<file path="src/rtl/longest_run_pkg.sv">
// Shared types and saturating arithmetic helpers for the longest-run stream tracker.
// Helpers work on a fixed 32-bit datapath; callers zero-extend and pass their own ceiling.
package longest_run_pkg;

    typedef enum logic [1:0] {
        IDLE  = 2'd0,
        ACCUM = 2'd1,
        DONE  = 2'd2
    } state_t;

    localparam int SAT_W = 32;

    // Returns {saturated, clamped sum}; the sum never exceeds maxc.
    function automatic logic [SAT_W:0] sat_add(input logic [SAT_W-1:0] a,
                                               input logic [SAT_W-1:0] b,
                                               input logic [SAT_W-1:0] maxc);
        logic [SAT_W:0] sum_s;
        sum_s = {1'b0, a} + {1'b0, b};
        if (sum_s > {1'b0, maxc}) begin
            return {1'b1, maxc};
        end else begin
            return {1'b0, sum_s[SAT_W-1:0]};
        end
    endfunction

    function automatic logic [SAT_W-1:0] max3(input logic [SAT_W-1:0] a,
                                              input logic [SAT_W-1:0] b,
                                              input logic [SAT_W-1:0] c);
        logic [SAT_W-1:0] m_s;
        if (a > b) begin
            m_s = a;
        end else begin
            m_s = b;
        end
        if (c > m_s) begin
            m_s = c;
        end else begin
            m_s = m_s;
        end
        return m_s;
    endfunction

endpackage

</file>
<file path="src/rtl/run_word_analyzer.sv">
// Combinational run statistics of one word: leading ones (MSB side), trailing ones
// (LSB side), longest internal run and an all-ones flag.
module run_word_analyzer #(
    parameter int WIDTH = 8,
    parameter int CNT_W = 16
) (
    input  logic [WIDTH-1:0] d,
    output logic [CNT_W-1:0] pre,
    output logic [CNT_W-1:0] suf,
    output logic [CNT_W-1:0] wmax,
    output logic             all
);

    localparam logic [CNT_W-1:0] ONE = {{(CNT_W-1){1'b0}}, 1'b1};

    logic pre_open_s;
    logic suf_open_s;
    logic [CNT_W-1:0] run_s;

    // Edge runs: count ones until the first zero from each end.
    always_comb begin
        pre        = '0;
        suf        = '0;
        pre_open_s = 1'b1;
        suf_open_s = 1'b1;
        for (int i = 0; i < WIDTH; i++) begin
            if (pre_open_s && d[WIDTH-1-i]) begin
                pre = pre + ONE;
            end else begin
                pre_open_s = 1'b0;
            end
            if (suf_open_s && d[i]) begin
                suf = suf + ONE;
            end else begin
                suf_open_s = 1'b0;
            end
        end
    end

    // Longest run anywhere inside the word.
    always_comb begin
        run_s = '0;
        wmax  = '0;
        for (int i = 0; i < WIDTH; i++) begin
            if (d[i]) begin
                run_s = run_s + ONE;
            end else begin
                run_s = '0;
            end
            if (run_s > wmax) begin
                wmax = run_s;
            end else begin
                wmax = wmax;
            end
        end
    end

    assign all = &d;

endmodule

</file>
<file path="src/rtl/longest_run_stream_tracker.sv">
// Frame-level longest run of ones (or zeros) over a valid/ready word stream,
// joining runs across word boundaries; one saturating result per frame.
module longest_run_stream_tracker
    import longest_run_pkg::*;
#(
    parameter int WIDTH = 8,
    parameter int CNT_W = 16
) (
    input  logic             clk,
    input  logic             reset,
    input  logic             in_valid,
    output logic             in_ready,
    input  logic [WIDTH-1:0] in_data,
    input  logic             in_last,
    input  logic             count_zeros,
    output logic             out_valid,
    input  logic             out_ready,
    output logic [CNT_W-1:0] out_max,
    output logic             out_sat
);

    localparam logic [SAT_W-1:0] ONE_W = {{(SAT_W-1){1'b0}}, 1'b1};
    localparam logic [SAT_W-1:0] MAXC  = (CNT_W >= SAT_W) ? {SAT_W{1'b1}}
                                                          : ((ONE_W << CNT_W) - ONE_W);

    state_t           state_r;
    logic             mode_r;
    logic [CNT_W-1:0] carry_r;
    logic [CNT_W-1:0] max_r;
    logic             sat_r;
    logic             out_valid_r;
    logic [CNT_W-1:0] out_max_r;
    logic             out_sat_r;

    logic             accept_s;
    logic             mode_s;
    logic [CNT_W-1:0] carry_s;
    logic [CNT_W-1:0] max_s;
    logic             sat_s;
    logic [WIDTH-1:0] d_s;
    logic [CNT_W-1:0] pre_s;
    logic [CNT_W-1:0] suf_s;
    logic [CNT_W-1:0] wmax_s;
    logic             all_s;
    logic [SAT_W:0]   join_s;
    logic [SAT_W:0]   cont_s;
    logic [SAT_W-1:0] best_s;
    logic [CNT_W-1:0] new_max_s;
    logic [CNT_W-1:0] new_carry_s;
    logic             beat_sat_s;

    assign in_ready  = !reset && (state_r != DONE);
    assign accept_s  = in_valid && in_ready;
    assign out_valid = out_valid_r;
    assign out_max   = out_max_r;
    assign out_sat   = out_sat_r;

    // The first beat of a frame takes its mode from the port and starts from empty accumulators.
    always_comb begin
        if (state_r == IDLE) begin
            mode_s  = count_zeros;
            carry_s = '0;
            max_s   = '0;
            sat_s   = 1'b0;
        end else begin
            mode_s  = mode_r;
            carry_s = carry_r;
            max_s   = max_r;
            sat_s   = sat_r;
        end
    end

    assign d_s = mode_s ? ~in_data : in_data;

    run_word_analyzer #(
        .WIDTH (WIDTH),
        .CNT_W (CNT_W)
    ) u_analyzer (
        .d    (d_s),
        .pre  (pre_s),
        .suf  (suf_s),
        .wmax (wmax_s),
        .all  (all_s)
    );

    // Fold this beat into the frame: the carried run joins the leading run of the word.
    always_comb begin
        join_s    = sat_add(SAT_W'(carry_s), SAT_W'(pre_s), MAXC);
        cont_s    = sat_add(SAT_W'(carry_s), SAT_W'(WIDTH), MAXC);
        best_s    = max3(SAT_W'(max_s), join_s[SAT_W-1:0], SAT_W'(wmax_s));
        new_max_s = best_s[CNT_W-1:0];
        if (all_s) begin
            new_carry_s = cont_s[CNT_W-1:0];
            beat_sat_s  = join_s[SAT_W] | cont_s[SAT_W];
        end else begin
            new_carry_s = suf_s;
            beat_sat_s  = join_s[SAT_W];
        end
    end

    // Frame FSM, accumulators and result registers.
    always_ff @(posedge clk) begin
        if (reset) begin
            state_r     <= IDLE;
            mode_r      <= 1'b0;
            carry_r     <= '0;
            max_r       <= '0;
            sat_r       <= 1'b0;
            out_valid_r <= 1'b0;
            out_max_r   <= '0;
            out_sat_r   <= 1'b0;
        end else begin
            case (state_r)
                IDLE, ACCUM: begin
                    if (accept_s) begin
                        mode_r <= mode_s;
                        if (in_last) begin
                            state_r     <= DONE;
                            out_valid_r <= 1'b1;
                            out_max_r   <= new_max_s;
                            out_sat_r   <= sat_s | beat_sat_s;
                        end else begin
                            state_r <= ACCUM;
                            carry_r <= new_carry_s;
                            max_r   <= new_max_s;
                            sat_r   <= sat_s | beat_sat_s;
                        end
                    end else begin
                        state_r <= state_r;
                    end
                end
                DONE: begin
                    if (out_ready) begin
                        state_r     <= IDLE;
                        out_valid_r <= 1'b0;
                        mode_r      <= 1'b0;
                        carry_r     <= '0;
                        max_r       <= '0;
                        sat_r       <= 1'b0;
                    end else begin
                        state_r <= DONE;
                    end
                end
                default: begin
                    state_r     <= IDLE;
                    out_valid_r <= 1'b0;
                    carry_r     <= '0;
                    max_r       <= '0;
                    sat_r       <= 1'b0;
                end
            endcase
        end
    end

endmodule

</file>
<file path="config.mk">
export PLATFORM = sky130hd
export DESIGN_NAME = longest_run_stream_tracker
export DESIGN_NICKNAME = d
export VERILOG_FILES = /design/src/rtl/longest_run_pkg.sv /design/src/rtl/run_word_analyzer.sv /design/src/rtl/longest_run_stream_tracker.sv
export SDC_FILE = /design/constraint.sdc
export NUM_CORES = 1
export LEC_CHECK = 0
export CAP_MARGIN = 10
export CORE_MARGIN = 2
export CORE_UTILIZATION = 50
export DETAILED_ROUTE_END_ITERATION = 12
export PLACE_DENSITY = 0.72
export SYNTH_ARGS = -nofsm -noshare
export SYNTH_HDL_FRONTEND = slang
export SYNTH_SLANG_ARGS = --single-unit
</file>
<file path="constraint.sdc">
create_clock -name clk -period 19.4 [get_ports clk]
set_input_delay 3.88 -clock clk [delete_from_list [all_inputs] [get_ports clk]]
set_output_delay 3.88 -clock clk [all_outputs]
set_load 0.1 [all_outputs]
</file>
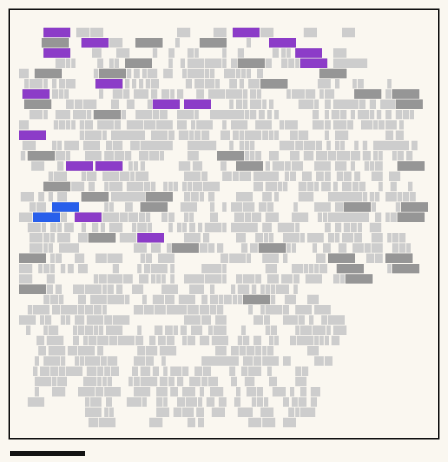
run_1/registers.png
Bar = 20 microns. Other sequential cells in the stronger gray, the rest of the logic in the fainter gray.
legend:
  blue:
    name_in_the_netlist: state_r
    flops: 2
  purple:
    name_in_the_netlist: out_max
    flops: 16
not colored: 36
Util after Layout: 0.570
sequential portion of the cell area: 0.164
Power Sequential: 117 uW
FF+latch area: 0.00108 sq mm

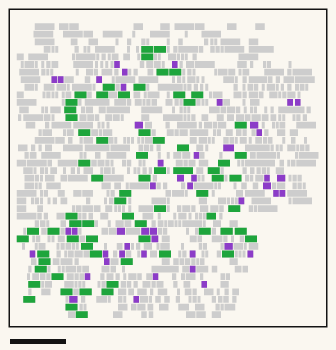
run_1/gate_families.png
Bar = 20 microns.
legend:
  green:
    family: adder and majority cells
    cells: 71
    most_used: ha_1
  purple:
    family: AND and OR gates
    cells: 47
    most_used: and2_1
    where: widely spread

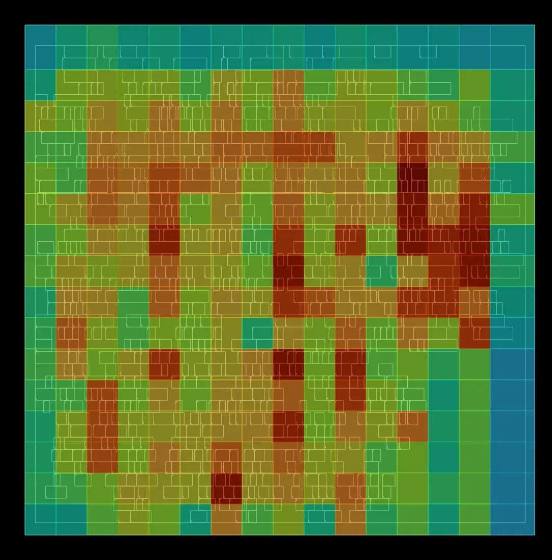
run_1/final_congestion.png
met1 Track Usage GR: 0.361
M2 GR Usage: 0.395

==> flow_summary.yaml, run 1 <==
# yosys + openroad results
timing:
  drv_slew: 0
  finalSetupTns_ns: 0
  period_used_share: 0.772
  fin_worst_skew_ns: 0.0138
  max_slew_margin: 0.224
  fmax_mhz: 66.8
  finalSetupViolations: 0
  final-hold-violation-count: 0
  fin_crit_ns: 14.98
  worst_pin_slew_ns: 1.16
  rsz0062_at_grt: "false"
global_route:
  first_global_vias: 5676
  grt_usage: 0.249
  antenna_found_initial: 0
  grt-ovfl-total: 0
  grt_max_degree: 50
  top_usage_layer: "met2"
  met3_usage: 0.0372
  grt_pass1_wl_mm: 26.7
worst_setup_path:
  crit_path_end: "out_max[3]$_SDFFE_PP0P_"
  reg2reg_to: "out_max[3]$_SDFFE_PP0P_"
  max_stage_delay_ns: 0.79
  path_class: "in2reg"
  crit_fanout: 14
  path_buffers: 2
  worst-path-stages: 50
  arrival_ns: 15.20
  r2r_cells: 50
  crit_slowest_cell: "clkdlybuf4s50_1"
  rrSetupSlack_ns: 7.80
  r2r_start: "state_r[0]$_SDFFE_PP0P_"
  path_common_cell: "ha_1"
  required_ns: 19.62
  setup.worst_path.start: "in_data[1]"
  cp_top_family: "AND-OR/OR-AND gates"
  end_kind: "flip-flop"
  critPathLaunchType: "input pin"
pwr:
  cellPowerDensity_mw_per_mm2: 55.3
  pwr-share-seq: 0.320
  switchingPower_uw: 136
  leakagePower_uw: 0.00283
  internal-power_uw: 229
  p_sw_frac: 0.372
  ir_worst_vdd_uv: 45.0
  power_uw: 365
  clkPwrFrac: 0.286
  pwr-share-comb: 0.394
outcome:
  status: "complete, no violations"
yosys:
  ys_warn_count: 0
  syn_area_per_cell_sq_um: 7.38
  syn_inst: 811
  edf_count: 0
  ys_types: 86
  numSynthFlops: 54
  yosys.area.top_type_share: 0.181
  ys_area_sq_mm: 0.00598
  largest_area_cell: "dfxtp_1"
  synthArstFlopShare: 0
  netlist_area_sq_mm: 0.00598
  area_leaders: "dfxtp_1 18%, ha_1 14%, nor2_1 6.0%"
  ff_type: "dfxtp_1"
  yosys.stat.seqShare: 0.181
  yosys-stat-cells: 811
clock_tree:
  ctsHoldBuffers: 0
  cts_resized: 0
  cts_sinks: 54
  worstSkewPairLatency_ns: 0.31
  clockBufferDepth: 2
  clk_pin_slew_ns: 0.08
  clockRootBuffer: "clkbuf_16"
  htree_levels: 2
  postCtsSetupBuffers: 0
  numCtsBuffers: 5
  cts_tree: "yes"
floorplan:
  die_area_sq_mm: 0.0129
  core_area_sq_mm: 0.0116
  initCoreUtil: 0.517
  die_y_microns: 113
  die_x_microns: 113
  pin_count: 33
  std_cell_rows: 39
min_path:
  min_from: "carry_r[2]$_SDFFE_PP0P_"
  min_path_type: "reg2reg"
  holdPathStages: 2
  min_to: "carry_r[2]$_SDFFE_PP0P_"
final_layout:
  diodes: 0
  fin_area_sq_mm: 0.00659
  fill_cells: 1093
  final_nets: 927
  drive_gt1_frac: 0.0854
  mi_logic_area_sq_mm: 0.00463
  area_growth_pct: 10.2
drt:
  top_layer: "met4"
  drt_iter0_drc: 520
  drt-total-wl_mm: 15.6
  drc: 0
  drt-wirelength-per-cell_microns: 15.8
  antenna_left: 0
  wl_met1_mm: 7.87
  dr_wl_met3_microns: 693
  via_per_inst: 5.95
  dr.pass1.iters: 5
  vias: 5870
  route.met2.wl_mm: 6.85
placement:
  place_congestion: 0.920
  place_area_sq_mm: 0.00643
  dp_hpwl_mm: 12.1
  portBuffers: 32
flow_run:
  drv_cap: 0
  warnings: 27
[run 1: cell usage in the layout (no fill, tap or decap), types with 3 or more instances in the layout]
| cell | n |
|---|---|
| a21o_1 | 11 |
| a21boi_0 | 3 |
| o21ai_2 | 4 |
| nor3_1 | 11 |
| ha_1 | 69 |
| o221ai_1 | 3 |
| nand2b_1 | 5 |
| conb_1 | 27 |
| clkdlybuf4s50_1 | 31 |
| a31oi_1 | 3 |
| o211ai_1 | 10 |
| o21ai_0 | 50 |
| and4_1 | 5 |
| a32oi_1 | 4 |
| mux2i_1 | 15 |
| nand4_1 | 12 |
| a221oi_1 | 3 |
| a22oi_1 | 6 |
| xor2_1 | 10 |
| nand2_1 | 87 |
| clkbuf_16 | 5 |
| nand3_1 | 24 |
| and3_1 | 8 |
| xnor2_1 | 15 |
| a211oi_1 | 18 |
| nor4_1 | 7 |
| or2_2 | 9 |
| o21bai_1 | 3 |
| buf_4 | 6 |
| mux2_4 | 3 |
| o21a_1 | 10 |
| and2_1 | 14 |
| nor2b_1 | 12 |
| nor2_1 | 95 |
| o22ai_1 | 6 |
| inv_1 | 45 |
| dfxtp_1 | 54 |
| mux2_2 | 11 |
| a21oi_1 | 71 |
[run 1: metrics by stage]
step	hold WS [ns]	instances	setup slack (ns)
after floorplan	0.414	836	6.09
after global placement	0.426	979	4.70
after detailed placement	0.433	979	4.24
after CTS	0.447	986	4.57
after global routing	0.468	986	3.56
final	0.448	986	4.42
[run 1: Yosys cell counts, types with 12 or more instances]
library cell and count:
a211oi_1 18, a21oi_1 71, and2_1 14, clkbuf_1 25, dfxtp_1 54, ha_1 69
inv_1 45, mux2i_1 15, nand2_1 87, nand3_1 24, nand4_1 12, nor2_1 95
nor2b_1 12, nor3_1 12, o21ai_0 50, xnor2_1 15
[run 1: logic make-up (layout without fill, tap and decap cells)]
family / count (synthesis) / after routing / synth area share
DFF: 54 / 54 / 0.181
muxes: 29 / 29 / 0.0533
adders and majority gates: 71 / 71 / 0.149
other: 2 / 27 / 0.00125
buffers and inverters: 87 / 94 / 0.0663
and+or+nand+nor: 314 / 314 / 0.258
AOI/OAI and AO/OA: 229 / 229 / 0.254
xor gates and xnor gates: 25 / 25 / 0.0366
[run 1: cell type report]
cell class              count  share of cell area
well taps                 143              0.0271
inverters                  49              0.0279
multi-input cells         695               0.702
repair buffers             38              0.0546
flip-flops and latches     54               0.164
clock buffers               5              0.0190
clock inverters             2             0.00588
[run 1: worst register-to-register path, delay by kind of cell, from the launching register on]
family / cells / cell delay (ns)
AND/OR/NAND/NOR: 15 / 2.31
adder cells (fa/ha/maj): 7 / 1.89
buffers and inverters: 2 / 0.26
flip-flops: 1 / 0.79
multiplexers: 3 / 0.69
AND-OR/OR-AND: 23 / 5.56
[run 1: state kept, by name, summed over array words and instances (netlist names)]
name	flops
carry_r	16
max_r	16
out_sat	1
out_max	16
state_r	2
out_valid	1
sat_r	1
mode_r	1
[run 1: power groups by stage]
stage	registers (uW)	clock network, uW	logic [uW]
after floorplan	130	0	102
after global placement	119	0	135
after detailed placement	119	0	141
after CTS	117	106	142
after global routing	117	109	159
final	117	104	144
==> run 1 -> run 2 <==
Settings changed: PLACE_DENSITY 0.72 to 0.74.
Clock period 19.4 ns to 12 ns, I/O delays scaled along.
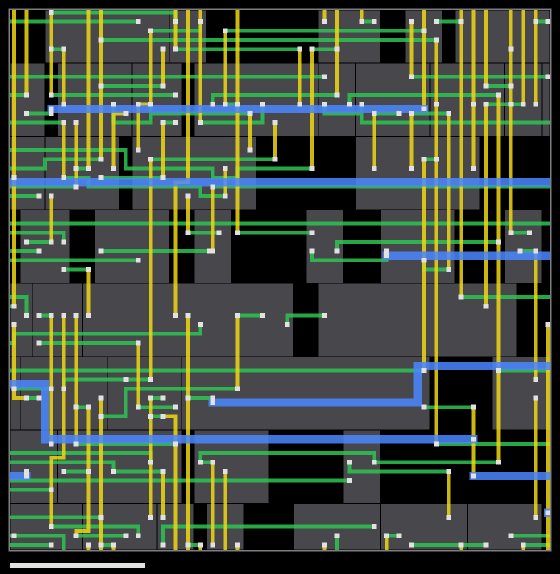
run_2/zoom.png
Bar = 5 microns. Window x 47 to 67, y 69 to 89 microns. Cells in gray, sequential cells in the stronger gray; small squares are vias.
legend:
  green:
    layer: met1
  blue:
    layer: met3
  yellow:
    layer: met2
cells with their middle in the window: 39
sequential cells in the window: 0
most frequent: nor2_1 (7), ha_1 (5), buf_4 (5)

==> flow_summary.yaml, run 2 <==
# yosys + openroad results
pwr:
  leakagePower_uw: 0.00320
  cellPowerDensity_mw_per_mm2: 88.7
  ir_worst_vdd_uv: 83.6
  power_uw: 640
flow_run:
  warnings: 27
  drv_cap: 0
global_route:
  first_global_vias: 5624
  antenna_found_initial: 0
  grt_use_met2: 0.388
  grt_max_degree: 50
  grt_pass1_wl_mm: 26.5
  grt_usage: 0.246
  grt-ovfl-total: 0
worst_setup_path:
  end_kind: "flip-flop"
  crit_fanout: 8
  worst-path-stages: 56
  arrival_ns: 11.63
  crit_path_end: "max_r[6]$_SDFFE_PP0P_"
  path_buffers: 9
  reg2reg_to: "max_r[6]$_SDFFE_PP0P_"
  r2r_start: "state_r[1]$_SDFFE_PP0P_"
  rrSetupSlack_ns: 1.94
  max_stage_delay_ns: 0.49
  cp_top_family: "AND-OR/OR-AND gates"
  path_common_cell: "ha_1"
  r2r_cells: 55
  required_ns: 12.14
  path_class: "in2reg"
  crit_slowest_cell: "clkdlybuf4s50_1"
  critPathLaunchType: "input pin"
  setup.worst_path.start: "in_data[0]"
yosys:
  yosysMostFrequentCell: "nor2_1"
  numSynthFlops: 54
  netlist_area_sq_mm: 0.00598
  ys_types: 86
  synthArstFlopShare: 0
  yosys.stat.seqShare: 0.181
  ys_warn_count: 0
  yosys.area.top_type_share: 0.181
  edf_count: 0
  syn_inst: 811
  yosys-stat-cells: 811
  ff_type: "dfxtp_1"
  netlist_top_cells_count: "95 x nor2_1, 87 x nand2_1, 71 x a21oi_1"
  syn_area_per_cell_sq_um: 7.38
  largest_area_cell: "dfxtp_1"
  ys_area_sq_mm: 0.00598
  area_leaders: "dfxtp_1 18%, ha_1 14%, nor2_1 6.0%"
floorplan:
  initCoreUtil: 0.517
  core_area_sq_mm: 0.0116
  die_y_microns: 113
  die_x_microns: 113
  pin_count: 33
  std_cell_rows: 39
  die_area_sq_mm: 0.0129
timing:
  max_slew_margin: 0.347
  fmax_mhz: 87.1
  drv_slew: 0
  fin_worst_skew_ns: 0.0123
  finalSetupViolations: 0
  final-hold-violation-count: 0
  fin_crit_ns: 11.48
  finalSetupTns_ns: 0
  worst_pin_slew_ns: 0.977
  holdWs_ns: 0.452
  period_used_share: 0.957
drt:
  drc: 0
  dr.pass1.iters: 5
  antenna_left: 0
  vias: 6099
  drt-total-wl_mm: 15.7
  drt_iter0_drc: 392
  via_per_inst: 5.80
final_layout:
  lay_top_count: "nor2_1"
  fill_cells: 1017
  diodes: 0
  area_growth_pct: 20.6
  drive_gt1_frac: 0.174
  layout_top_cells: "93 x nor2_1, 86 x nand2_1, 69 x ha_1"
  final_nets: 991
  final_cell_count_no_fill: 1051
clock_tree:
  cts_sinks: 54
  clockRootBuffer: "clkbuf_16"
  numCtsBuffers: 5
  worstSkewPairLatency_ns: 0.30
  clockBufferDepth: 2
  ctsHoldBuffers: 0
  clk_pin_slew_ns: 0.08
  htree_levels: 2
  cts_tree: "yes"
placement:
  place_congestion: 0.943
  dp_hpwl_mm: 11.9
  place_inst: 1035
  portBuffers: 32
min_path:
  min_path_type: "reg2reg"
outcome:
  status: "complete, no violations"
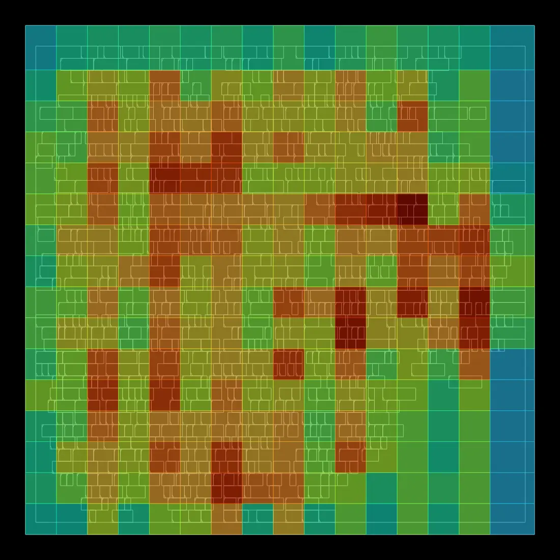
run_2/final_congestion.png
met1 Track Usage GR: 0.352
routed wire length per instance: 14.9 microns
M3 GR Usage: 0.0425
Most Crowded Layer GR: met2

==> run 2: cell counts after synthesis <==
No cell type changed its count.
==> run 2: worst register-to-register path, delay by kind of cell (launching register included) <==
kind	cells	cell delay [ns]
AND-OR/OR-AND	22	3.55
adder cells (fa/ha/maj)	7	1.72
buffers and inverters	8	1.02
flip-flops	1	0.92
multiplexers	3	0.60
AND/OR/NAND/NOR	15	2.10
==> run 2: cell families (layout without fill, tap and decap cells) <==
kind of cell | count (synthesis) | after routing | share of synthesized area
AND/OR/NAND/NOR | 314 | 314 | 0.258
AND-OR/OR-AND | 229 | 229 | 0.254
buffers and inverters | 87 | 159 | 0.0663
adder cells (fa/ha/maj) | 71 | 71 | 0.149
flip-flops | 54 | 54 | 0.181
multiplexers | 29 | 29 | 0.0533
XOR/XNOR | 25 | 25 | 0.0366
other | 2 | 27 | 0.00125
==> run 2: cell type report <==
type                    instances  area (sq um)  share of cell area
multi-input cells             695          4740               0.656
well taps                     143           179              0.0248
clock inverters                 3          43.8             0.00607
flip-flops and latches         54          1080               0.150
repair buffers                102           866               0.120
clock buffers                   5           125              0.0173
inverters                      49           184              0.0255
==> run 2: power breakdown <==
group	internal [uW]	switching (uW)	total (uW)	leakage [uW]
registers	184	5.68	190	0.000437
logic	123	155	278	0.00268
clock network	99.1	72.8	172	0.0000842
==> run 2: how the worst min path moves through the flow <==
stage,start,to,slack [ns],cells past startpoint
3_5_place_dp,carry_r[2]$_SDFFE_PP0P_,carry_r[2]$_SDFFE_PP0P_,0.44,2
2_1_floorplan,carry_r[2]$_SDFFE_PP0P_,carry_r[2]$_SDFFE_PP0P_,0.41,2
4_1_cts,carry_r[2]$_SDFFE_PP0P_,carry_r[2]$_SDFFE_PP0P_,0.45,2
3_3_place_gp,carry_r[2]$_SDFFE_PP0P_,carry_r[2]$_SDFFE_PP0P_,0.43,2
6_report,carry_r[2]$_SDFFE_PP0P_,carry_r[2]$_SDFFE_PP0P_,0.45,2
5_1_grt,carry_r[2]$_SDFFE_PP0P_,carry_r[2]$_SDFFE_PP0P_,0.47,2
==> run 2: metal layers <==
metal  up-vias  share of wire
met3        21          0.053
li1       3076              -
met4         0          0.012
met2       163           0.44
met5         -              0
met1      2839           0.50
==> run 2: per-stage QoR <==
| step | cell area, sq um | worst slack, ns | utilization |
|---|---|---|---|
| final | 7220 | 0.518 | 0.624 |
| after global routing | 7220 | -0.0859 | 0.624 |
| after CTS | 7040 | 0.0992 | 0.608 |
| after detailed placement | 6870 | -0.146 | 0.594 |
| after global placement | 6870 | 0.109 | 0.594 |
| after floorplan | 6080 | 0.165 | - |
==> run 2: timing repair <==
item,in CTS,in global routing
setup buffers,0,8
gates resized,0,34
setup endpoints to repair,0,16
==> run 2 -> run 3 <==
Settings changed: TNS_END_PERCENT set to 20.
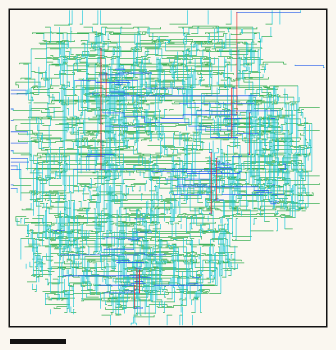
run_3/metal_stack.png
Bar = 20 microns.
legend:
  red:
    layer: met4
    wire_length: 182 microns
  green:
    layer: met1
    wire_length: 7790 microns
  cyan:
    layer: met2
    wire_length: 6870 microns
  blue:
    layer: met3
    wire_length: 834 microns
Tot GR Track Use: 0.246
final wirelength: 15.7 mm
via count: 6099

==> flow_summary.yaml, run 3 <==
# yosys + openroad results
worst_setup_path:
  required_ns: 12.14
  path_common_cell: "ha_1"
  path_class: "in2reg"
  crit_slowest_cell: "clkdlybuf4s50_1"
  crit_fanout: 8
  critPathLaunchType: "input pin"
  max_stage_delay_ns: 0.49
  end_kind: "flip-flop"
  arrival_ns: 11.63
final_layout:
  diodes: 0
  drive_gt1_frac: 0.174
  final_nets: 991
  post-route-util: 0.624
  layout_top_cells: "93 x nor2_1, 86 x nand2_1, 69 x ha_1"
  fill_cells: 1017
  area_growth_pct: 20.6
yosys:
  synthArstFlopShare: 0
  ys_types: 86
  netlist_area_sq_mm: 0.00598
  ys_area_sq_mm: 0.00598
  xor_area_frac: 0.0366
  area_leaders: "dfxtp_1 18%, ha_1 14%, nor2_1 6.0%"
  ys_sh_mux: 0.0533
  numSynthFlops: 54
  syn_inst: 811
  topCombFamilyByArea: "simple AND/OR/NAND/NOR gates"
  yosys-stat-cells: 811
  edf_count: 0
  netlist_top_cells_count: "95 x nor2_1, 87 x nand2_1, 71 x a21oi_1"
  yosys.area.top_type_share: 0.181
  largest_area_cell: "dfxtp_1"
  yosysMostFrequentCell: "nor2_1"
  simple_gate_share: 0.258
  ys_sh_adder: 0.149
  syn_area_per_cell_sq_um: 7.38
  aoi_share: 0.254
  yosys.stat.seqShare: 0.181
  ys_warn_count: 0
  ff_type: "dfxtp_1"
drt:
  dr.pass1.iters: 5
  antenna_left: 0
  via_per_inst: 5.80
  drt_iter0_drc: 392
  drt-wirelength-per-cell_microns: 14.9
  drc: 0
clock_tree:
  numCtsBuffers: 5
  cts_sinks: 54
  worstSkewPairLatency_ns: 0.30
  cts_tree: "yes"
  clockBufferDepth: 2
  htree_levels: 2
  ctsHoldBuffers: 0
  clockRootBuffer: "clkbuf_16"
  clk_pin_slew_ns: 0.08
timing:
  final-hold-violation-count: 0
  fin_worst_skew_ns: 0.0123
  drv_slew: 0
  finalSetupTns_ns: 0
  max_slew_margin: 0.347
  worst_pin_slew_ns: 0.977
  fmax_mhz: 87.1
  fin_crit_ns: 11.48
  period_used_share: 0.957
  finalSetupViolations: 0
placement:
  dp_hpwl_mm: 11.9
  portBuffers: 32
  place_congestion: 0.943
floorplan:
  core_area_sq_mm: 0.0116
  die_area_sq_mm: 0.0129
  die_y_microns: 113
  pin_count: 33
  die_x_microns: 113
  initCoreUtil: 0.517
  std_cell_rows: 39
global_route:
  grt-ovfl-total: 0
  grt_max_degree: 50
  first_global_vias: 5624
  grt_pass1_wl_mm: 26.5
  antenna_found_initial: 0
pwr:
  cellPowerDensity_mw_per_mm2: 88.7
  ir_worst_vdd_uv: 83.6
  leakagePower_uw: 0.00320
flow_run:
  warnings: 27
  drv_cap: 0
outcome:
  status: "complete, no violations"
min_path:
  min_path_type: "reg2reg"
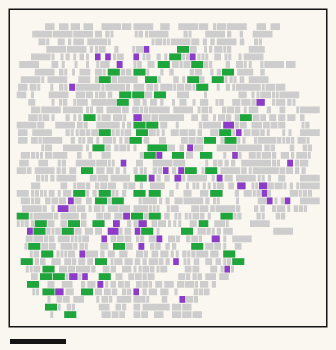
run_3/gate_families.png
Bar = 20 microns.
legend:
  green:
    family: adder and majority cells
    cells: 71
    most_used: ha_1
  purple:
    family: AND and OR gates
    cells: 47
    most_used: and2_1
dominant logic cell type in the layout: nor2_1
Non-Filler Instances: 1051
Comb area share: 0.656

## run 3: cell counts after synthesis
No cell type changed its count.
## run 3: kinds of logic after synthesis
kind of cell | Yosys count
mux | 29
other cells | 2
xor+xnor | 25
compound gates | 229
simple gates | 314
buf+inv | 87
flops | 54
fa+ha+maj | 71
## run 3: layout make-up
class | instances | area [sq um] | share of cell area
Clock buffer | 5 | 125 | 0.0173
Clock inverter | 3 | 43.8 | 0.00607
Inverter | 49 | 184 | 0.0255
Multi-Input combinational cell | 695 | 4740 | 0.656
Sequential cell | 54 | 1080 | 0.150
Tap cell | 143 | 179 | 0.0248
Timing Repair Buffer | 102 | 866 | 0.120
## run 3: path summary, 6_finish.rpt
kind / startpoint / end / slack (ns) / depth (start not counted)
setup / recovery: in_data[0] / max_r[6]$_SDFFE_PP0P_ / 0.52 / 56
hold / removal: carry_r[2]$_SDFFE_PP0P_ / carry_r[2]$_SDFFE_PP0P_ / 0.45 / 2
setup reg to reg: state_r[1]$_SDFFE_PP0P_ / max_r[6]$_SDFFE_PP0P_ / 1.94 / 55
hold reg to reg: carry_r[2]$_SDFFE_PP0P_ / carry_r[2]$_SDFFE_PP0P_ / 0.45 / 2
## run 3: power by group
part           switching, uW  total (uW)  internal [uW]  leakage, uW
Clock                   72.8         172           99.1    0.0000842
Sequential              5.68         190            184     0.000437
Combinational            155         278            123      0.00268
## run 3: layer usage
| metal | vias to the layer above | part of all wire | track usage |
|---|---|---|---|
| met2 | 163 | 0.44 | 0.388 |
| met4 | 0 | 0.012 | 0.0520 |
| met1 | 2839 | 0.50 | 0.352 |
| li1 | 3076 | - | - |
| met5 | - | 0 | 0 |
| met3 | 21 | 0.053 | 0.0425 |
## run 3: critical path, delay by kind of cell
kind | cells | cell delay (ns)
AOI/OAI and AO/OA | 21 | 3.04
adders and majority gates | 7 | 1.77
buffers and inverters | 9 | 1.49
muxes | 3 | 0.60
and+or+nand+nor | 16 | 2.34
## run 3: timing repair
| item | in CTS | in global routing |
|---|---|---|
| setup endpoints to repair | 0 | 16 |
| setup buffers | 0 | 8 |
| resized | 0 | 34 |
## run 3: stage by stage
step                instances  hold slack (ns)  cell area [sq um]  setup WS [ns]  total power, uW
detailed placement       1035            0.436               6870         -0.146              446
global placement         1035            0.427               6870          0.109              441
floorplan                 836            0.414               6080          0.165              374
global route             1051            0.474               7220        -0.0859              680
CTS                      1043            0.448               7040         0.0992              617
finish                   1051            0.452               7220          0.518              640
No activity file was given, so power comes from the tool's default toggle rates.
